**config.mk**
```make
export PLATFORM = sky130hd
export DESIGN_NAME = tft_timing_gen
export DESIGN_NICKNAME = d
export VERILOG_FILES = /design/src/rtl/tft_pkg.sv /design/src/rtl/tft_axis_counter.sv /design/src/rtl/tft_timing_gen.sv
export SDC_FILE = /design/constraint.sdc
export NUM_CORES = 1
export LEC_CHECK = 0
export ABC_AREA = 1
export CORE_UTILIZATION = 48
export CTS_BUF_LIST = sky130_fd_sc_hd__clkbuf_8 sky130_fd_sc_hd__clkbuf_16
export DETAILED_ROUTE_END_ITERATION = 10
export PLACE_DENSITY = 0.91
export SLEW_MARGIN = 20
export SYNTH_ARGS = -nofsm -noshare
export SYNTH_HDL_FRONTEND = slang
export SYNTH_SLANG_ARGS = --single-unit
```
**constraint.sdc**
```tcl
create_clock -name i_clk -period 2.11 [get_ports i_clk]
set_clock_uncertainty 0.1 [all_clocks]
set_input_delay 0.633 -clock i_clk [delete_from_list [all_inputs] [get_ports i_clk]]
set_output_delay 0.633 -clock i_clk [all_outputs]
set_load 0.1 [all_outputs]
```
**src/rtl/tft_pkg.sv**
```systemverilog
// Shared timing defaults, phase/record types and frame-size helpers for the
// 800x480 TFT pixel-timing path.
package tft_pkg;

   localparam int unsigned DEF_H_ACTIVE = 800;
   localparam int unsigned DEF_H_FP     = 40;
   localparam int unsigned DEF_H_SYNC   = 48;
   localparam int unsigned DEF_H_BP     = 88;
   localparam int unsigned DEF_V_ACTIVE = 480;
   localparam int unsigned DEF_V_FP     = 13;
   localparam int unsigned DEF_V_SYNC   = 3;
   localparam int unsigned DEF_V_BP     = 29;
   localparam int unsigned CW           = 16;

   typedef enum logic [1:0] {
      PH_ACTIVE,
      PH_FP,
      PH_SYNC,
      PH_BP
   } phase_e;

   // Same byte layout as the frame_storage RAM word.
   typedef struct packed {
      logic [7:0] red;
      logic [7:0] green;
      logic [7:0] blue;
   } rgb_t;

   typedef struct packed {
      logic hsync;
      logic vsync;
      logic de;
      logic fstart;
      logic fdone;
   } ctl_t;

   function automatic int unsigned h_total(input int unsigned act, input int unsigned fp,
                                           input int unsigned sync, input int unsigned bp);
      return act + fp + sync + bp;
   endfunction

   function automatic int unsigned v_total(input int unsigned act, input int unsigned fp,
                                           input int unsigned sync, input int unsigned bp);
      return act + fp + sync + bp;
   endfunction

endpackage

```
**src/rtl/tft_axis_counter.sv**
```systemverilog
// One timing axis: wrapping position counter plus ACTIVE/FP/SYNC/BP phase decode.
module tft_axis_counter
   import tft_pkg::*;
#(
   parameter int unsigned ACTIVE = DEF_H_ACTIVE,
   parameter int unsigned FP     = DEF_H_FP,
   parameter int unsigned SYNC   = DEF_H_SYNC,
   parameter int unsigned BP     = DEF_H_BP
) (
   input  logic          i_clk,
   input  logic          i_rst,
   input  logic          i_en,
   input  logic          i_step,
   output logic [CW-1:0] o_cnt,
   output logic          o_wrap,
   output phase_e        o_phase
);

   localparam int unsigned   TOTAL  = h_total(ACTIVE, FP, SYNC, BP);
   localparam logic [CW-1:0] LAST   = CW'(TOTAL - 1);
   localparam logic [CW-1:0] B_FP   = CW'(ACTIVE);
   localparam logic [CW-1:0] B_SYNC = CW'(ACTIVE + FP);
   localparam logic [CW-1:0] B_BP   = CW'(ACTIVE + FP + SYNC);

   logic [CW-1:0] cnt_q, cnt_d;

   always_comb begin
      o_wrap = i_step && (cnt_q == LAST);
      cnt_d  = cnt_q;
      if (!i_en) begin
         cnt_d = '0;
      end else if (i_step) begin
         cnt_d = o_wrap ? '0 : cnt_q + CW'(1);
      end
   end

   always_ff @(posedge i_clk) begin
      if (i_rst) begin
         cnt_q <= '0;
      end else begin
         cnt_q <= cnt_d;
      end
   end

   always_comb begin
      if (cnt_q < B_FP) begin
         o_phase = PH_ACTIVE;
      end else if (cnt_q < B_SYNC) begin
         o_phase = PH_FP;
      end else if (cnt_q < B_BP) begin
         o_phase = PH_SYNC;
      end else begin
         o_phase = PH_BP;
      end
   end

   assign o_cnt = cnt_q;

endmodule

```
**src/rtl/tft_timing_gen.sv**
```systemverilog
// Pixel-timing master: issues coordinates to frame_storage and re-aligns the
// returned colour with delayed HSYNC/VSYNC/DE and frame markers at the pins.
module tft_timing_gen
   import tft_pkg::*;
#(
   parameter int unsigned H_ACTIVE = DEF_H_ACTIVE,
   parameter int unsigned H_FP     = DEF_H_FP,
   parameter int unsigned H_SYNC   = DEF_H_SYNC,
   parameter int unsigned H_BP     = DEF_H_BP,
   parameter int unsigned V_ACTIVE = DEF_V_ACTIVE,
   parameter int unsigned V_FP     = DEF_V_FP,
   parameter int unsigned V_SYNC   = DEF_V_SYNC,
   parameter int unsigned V_BP     = DEF_V_BP,
   parameter int unsigned RD_LAT   = 1
) (
   input  logic          i_clk,
   input  logic          i_rst,
   input  logic          i_en,
   output logic [CW-1:0] o_row_pixel,
   output logic [CW-1:0] o_col_pixel,
   input  logic [7:0]    i_Red,
   input  logic [7:0]    i_Green,
   input  logic [7:0]    i_Blue,
   output logic          o_hsync_n,
   output logic          o_vsync_n,
   output logic          o_de,
   output logic [7:0]    o_r,
   output logic [7:0]    o_g,
   output logic [7:0]    o_b,
   output logic          o_frame_start,
   output logic          o_frame_done
);

   localparam logic [CW-1:0] H_LAST_ACT = CW'(H_ACTIVE - 1);
   localparam logic [CW-1:0] V_LAST_ACT = CW'(V_ACTIVE - 1);

   logic [CW-1:0] h_cnt, v_cnt;
   logic          h_wrap, unused_v_wrap;
   phase_e        h_ph, v_ph;
   logic          act;
   ctl_t          ctl_d;
   ctl_t          ctl_q [RD_LAT+1];
   rgb_t          rgb_d, rgb_q;

   tft_axis_counter #(
      .ACTIVE (H_ACTIVE),
      .FP     (H_FP),
      .SYNC   (H_SYNC),
      .BP     (H_BP)
   ) u_h (
      .i_clk   (i_clk),
      .i_rst   (i_rst),
      .i_en    (i_en),
      .i_step  (1'b1),
      .o_cnt   (h_cnt),
      .o_wrap  (h_wrap),
      .o_phase (h_ph)
   );

   tft_axis_counter #(
      .ACTIVE (V_ACTIVE),
      .FP     (V_FP),
      .SYNC   (V_SYNC),
      .BP     (V_BP)
   ) u_v (
      .i_clk   (i_clk),
      .i_rst   (i_rst),
      .i_en    (i_en),
      .i_step  (h_wrap),
      .o_cnt   (v_cnt),
      .o_wrap  (unused_v_wrap),
      .o_phase (v_ph)
   );

   // Gating with i_en makes a disabled panel look idle in the same cycle.
   always_comb begin
      act          = i_en && (h_ph == PH_ACTIVE) && (v_ph == PH_ACTIVE);
      ctl_d        = '0;
      ctl_d.hsync  = i_en && (h_ph == PH_SYNC);
      ctl_d.vsync  = i_en && (v_ph == PH_SYNC);
      ctl_d.de     = act;
      ctl_d.fstart = act && (h_cnt == '0) && (v_cnt == '0);
      ctl_d.fdone  = act && (h_cnt == H_LAST_ACT) && (v_cnt == V_LAST_ACT);
      o_col_pixel  = act ? h_cnt : '0;
      o_row_pixel  = act ? v_cnt : '0;
   end

   // Stage RD_LAT-1 holds the control word whose colour is on i_* right now.
   always_comb begin
      rgb_d = '0;
      if (ctl_q[RD_LAT-1].de) begin
         rgb_d = '{red: i_Red, green: i_Green, blue: i_Blue};
      end
   end

   always_ff @(posedge i_clk) begin
      if (i_rst) begin
         for (int unsigned i = 0; i <= RD_LAT; i++) begin
            ctl_q[i] <= '0;
         end
         rgb_q <= '0;
      end else begin
         ctl_q[0] <= ctl_d;
         for (int unsigned i = 1; i <= RD_LAT; i++) begin
            ctl_q[i] <= ctl_q[i-1];
         end
         rgb_q <= rgb_d;
      end
   end

   assign o_hsync_n     = ~ctl_q[RD_LAT].hsync;
   assign o_vsync_n     = ~ctl_q[RD_LAT].vsync;
   assign o_de          = ctl_q[RD_LAT].de;
   assign o_frame_start = ctl_q[RD_LAT].fstart;
   assign o_frame_done  = ctl_q[RD_LAT].fdone;
   assign o_r           = rgb_q.red;
   assign o_g           = rgb_q.green;
   assign o_b           = rgb_q.blue;

endmodule
```
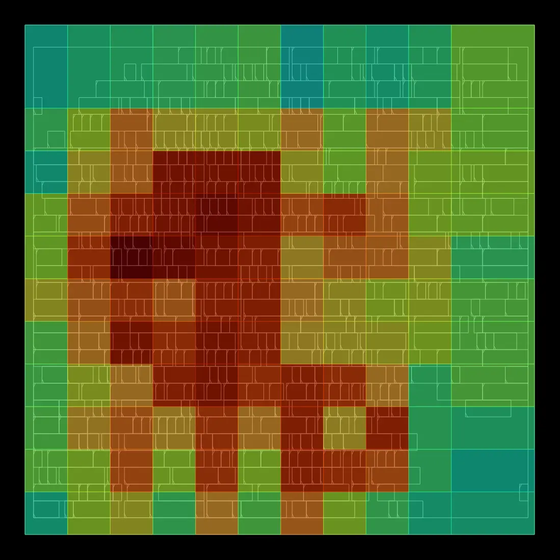
(images/congestion_map.png)
global route hottest layer: met2
met1 Use GR: 31.5%
Global Route met3 Usage: 9.67%
total track usage: 30.6%
Routed wire per std cell: 15.7 um

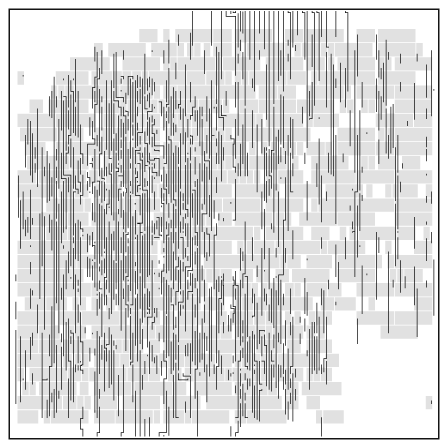
(images/m2.png)
Cells faint in the background.
wire length on this layer	4740 um
share of all routed wire	48%
longest straight run	55.1 um
nets with wire on the layer	510
main direction	vertical
total wire length: 9970 um
met2 routing resource usage after global routing: 53.6%
via total after detailed routing: 3382

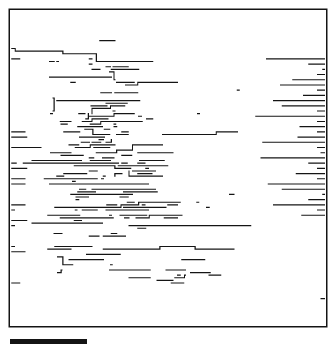
(images/m3.png)
The bar under the picture is 20 um long.
nets with wire on the layer	129
share of all routed wire	11%
longest straight run	31.7 um
wire length on this layer	1090 um

==> results.py <==
# Auto-generated metrics
metrics = {
    "power_and_ir_drop": {
        "power.sequential.fraction_pct": 48.3,
        "power.net_switching_uw": 832,
        "power_frac_clock_pct": 35.5,
        "clk-power_uw": 938,
        "power.share.switching_pct": 31.4,
        "power.static_leakage_nw": 2.09,
        "total_power_mw": 2.64,
        "power_per_cell_area_nw_per_um2": 522,
    },
    "clocking": {
        "clockRootBuffer": "sky130_fd_sc_hd__clkbuf_8",
        "hold_buffers": 0,
        "clkSinkCount": 66,
        "worst_path_clk_slew_ns": 0.07,
        "cts_made_buffers": 9,
        "ctsLongestPathBuffers": 2,
        "cts_tree": "done",
        "cts.repair.resized": 11,
    },
    "logic_synthesis": {
        "post_synthesis_average_cell_area_um2": 7.11,
        "ys_area_um2": 3110,
        "common_cells": "sky130_fd_sc_hd__nor2_1, sky130_fd_sc_hd__inv_1, sky130_fd_sc_hd__nand2_1, sky130_fd_sc_hd__dfxtp_1, sky130_fd_sc_hd__nand3_1",
        "synthesis.instances": 437,
        "number_of_enable_flip_flop_cells": 0,
        "synthXorXnorAreaFrac_pct": 2.25,
        "simple_gate_share_pct": 36.5,
        "synth_top_area_share_pct": 42.5,
        "muxShareOfSynthArea_pct": 0,
        "synth_top_cell_by_count": "sky130_fd_sc_hd__nor2_1",
        "main_flop_type": "sky130_fd_sc_hd__dfxtp_1",
        "postSynthSeqShare_pct": 42.5,
        "synth_async_sr_flop_share_pct": 0,
        "synth_cell_types": 31,
        "syn-cell-area_um2": 3110,
        "synth-compound-area-share_pct": 3.38,
        "post_synthesis_cell_type_with_the_largest_combined_area": "sky130_fd_sc_hd__dfxtp_1",
    },
    "global_routing": {
        "globalRouteOverflowTotal": 0,
        "first_pass_grt_wire_length_um": 15300,
    },
    "flow_run": {
        "cap_violations": 0,
        "openroad.warnings": 33,
    },
    "finish": {
        "final.fill_count": 314,
        "dominant_kind_of_cell_by_area": "multi-input combinational cells",
        "ff_count": 66,
        "num-nonclk-buffers": 114,
        "most-common-layout-cells": "sky130_fd_sc_hd__nor2_1, sky130_fd_sc_hd__inv_1, sky130_fd_sc_hd__nand2_1, sky130_fd_sc_hd__dfxtp_1, sky130_fd_sc_hd__buf_12",
        "clock_tree_area_fraction_pct": 3.21,
        "final_cell_area_um2": 5070,
        "inverters_excl_clock": 73,
        "layout-drive-gt1-share_pct": 30.5,
        "final.clkbuf_count": 9,
        "area.growth.synth_to_final_pct": 63.0,
        "layout.buffer.nonclock.area_share_pct": 30.9,
        "antenna-diode-count": 0,
    },
    "die": {
        "fp_util_pct": 51.0,
        "io_pins": 88,
        "chip_area_um2": 6800,
        "die_w_um": 82.5,
        "core_area_um2": 6100,
    },
    "worst_setup_path": {
        "regToRegEndpoint": "u_v.o_cnt[7]",
        "crit_path_top_delay_cell": "sky130_fd_sc_hd__dfxtp_1",
        "crit_path_cell_trace": "nor2_2 > nand2_1 > nand2_4 > nand3_4 > buf_12 > nor2_4 > buf_12",
        "end_kind": "output pin",
        "critical_path_required_ns": 1.38,
        "r2r_slack_ns": 0.10,
        "cp-startpoint": "u_h.o_cnt[7]",
        "timing.critical_path.from_type": "register",
        "ff2ff_path_depth": 10,
        "crit_buf_inv": 2,
        "crit_path_end": "o_col_pixel[6]",
        "timing.critical_path.arrival_ns": 1.85,
        "cell_seen_most_often_among_critical_path_stages": "sky130_fd_sc_hd__buf_12",
    },
    "routing": {
        "detailroute.wirelength.met2_um": 4740,
        "ant_nets": 0,
        "drt_first_iter_violations": 403,
        "drc": 0,
        "routed-wl-met3_um": 1090,
        "wl_met1_um": 3460,
    },
    "placement": {
        "dp_cells": 616,
        "buffer_ports.inserted": 74,
        "detailedPlacementHpwl_um": 6790,
    },
    "timing": {
        "final_critical_path_setup_slack_ns": -0.472,
        "finalSetupViolCount": 19,
        "grt_setup_unrepaired": "yes",
        "final.setup.tns_ns": -8.55,
        "report.final.slew_viol_count": 0,
    },
    "hold_path": {
        "min_path_type": "reg -> reg",
        "hold_end": "ctl_q[0][6]",
    },
    "run_status": {
        "outcome": "finished with violations",
        "violations": "negative setup slack",
    },
}
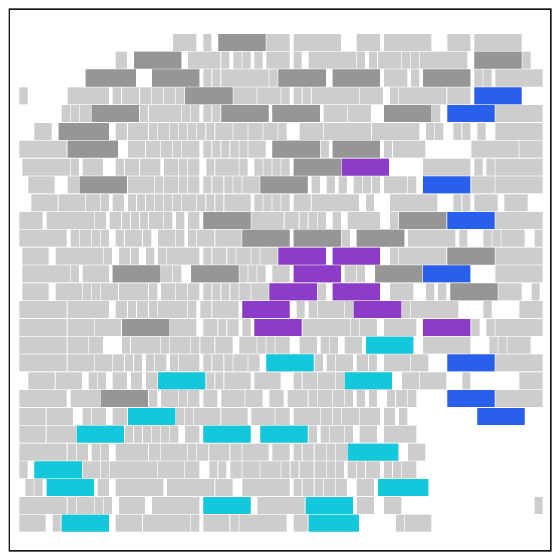
(images/ff_map.png)
Other sequential cells in the stronger grey, the rest of the logic in the fainter grey.
netlist name	colour	sequential cells
`o_r`	blue	8
`u_h.o_cnt`	cyan	16
`ctl_q`	purple	10
not coloured	32
Sequential Power: 1.28 mW
sequential share of cell area: 26.2%
register area: 1330 um2
core occupancy in the finished layout: 83.1%

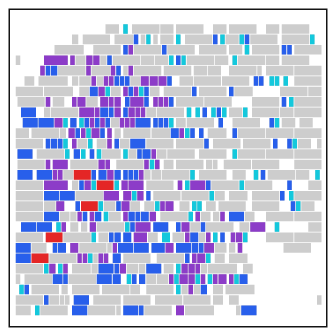
(images/gates.png)
family	colour	cells	most used
nand cells	purple	113	nand2_1
fa/ha/maj cells	red	5	ha_1
inv cells	cyan	73	inv_1
nor cells	blue	131	nor2_1
highest-count logic cell in the final layout: sky130_fd_sc_hd__nor2_1
combinational share of cell area: 32.3%

Power and IR drop assume default switching activity.
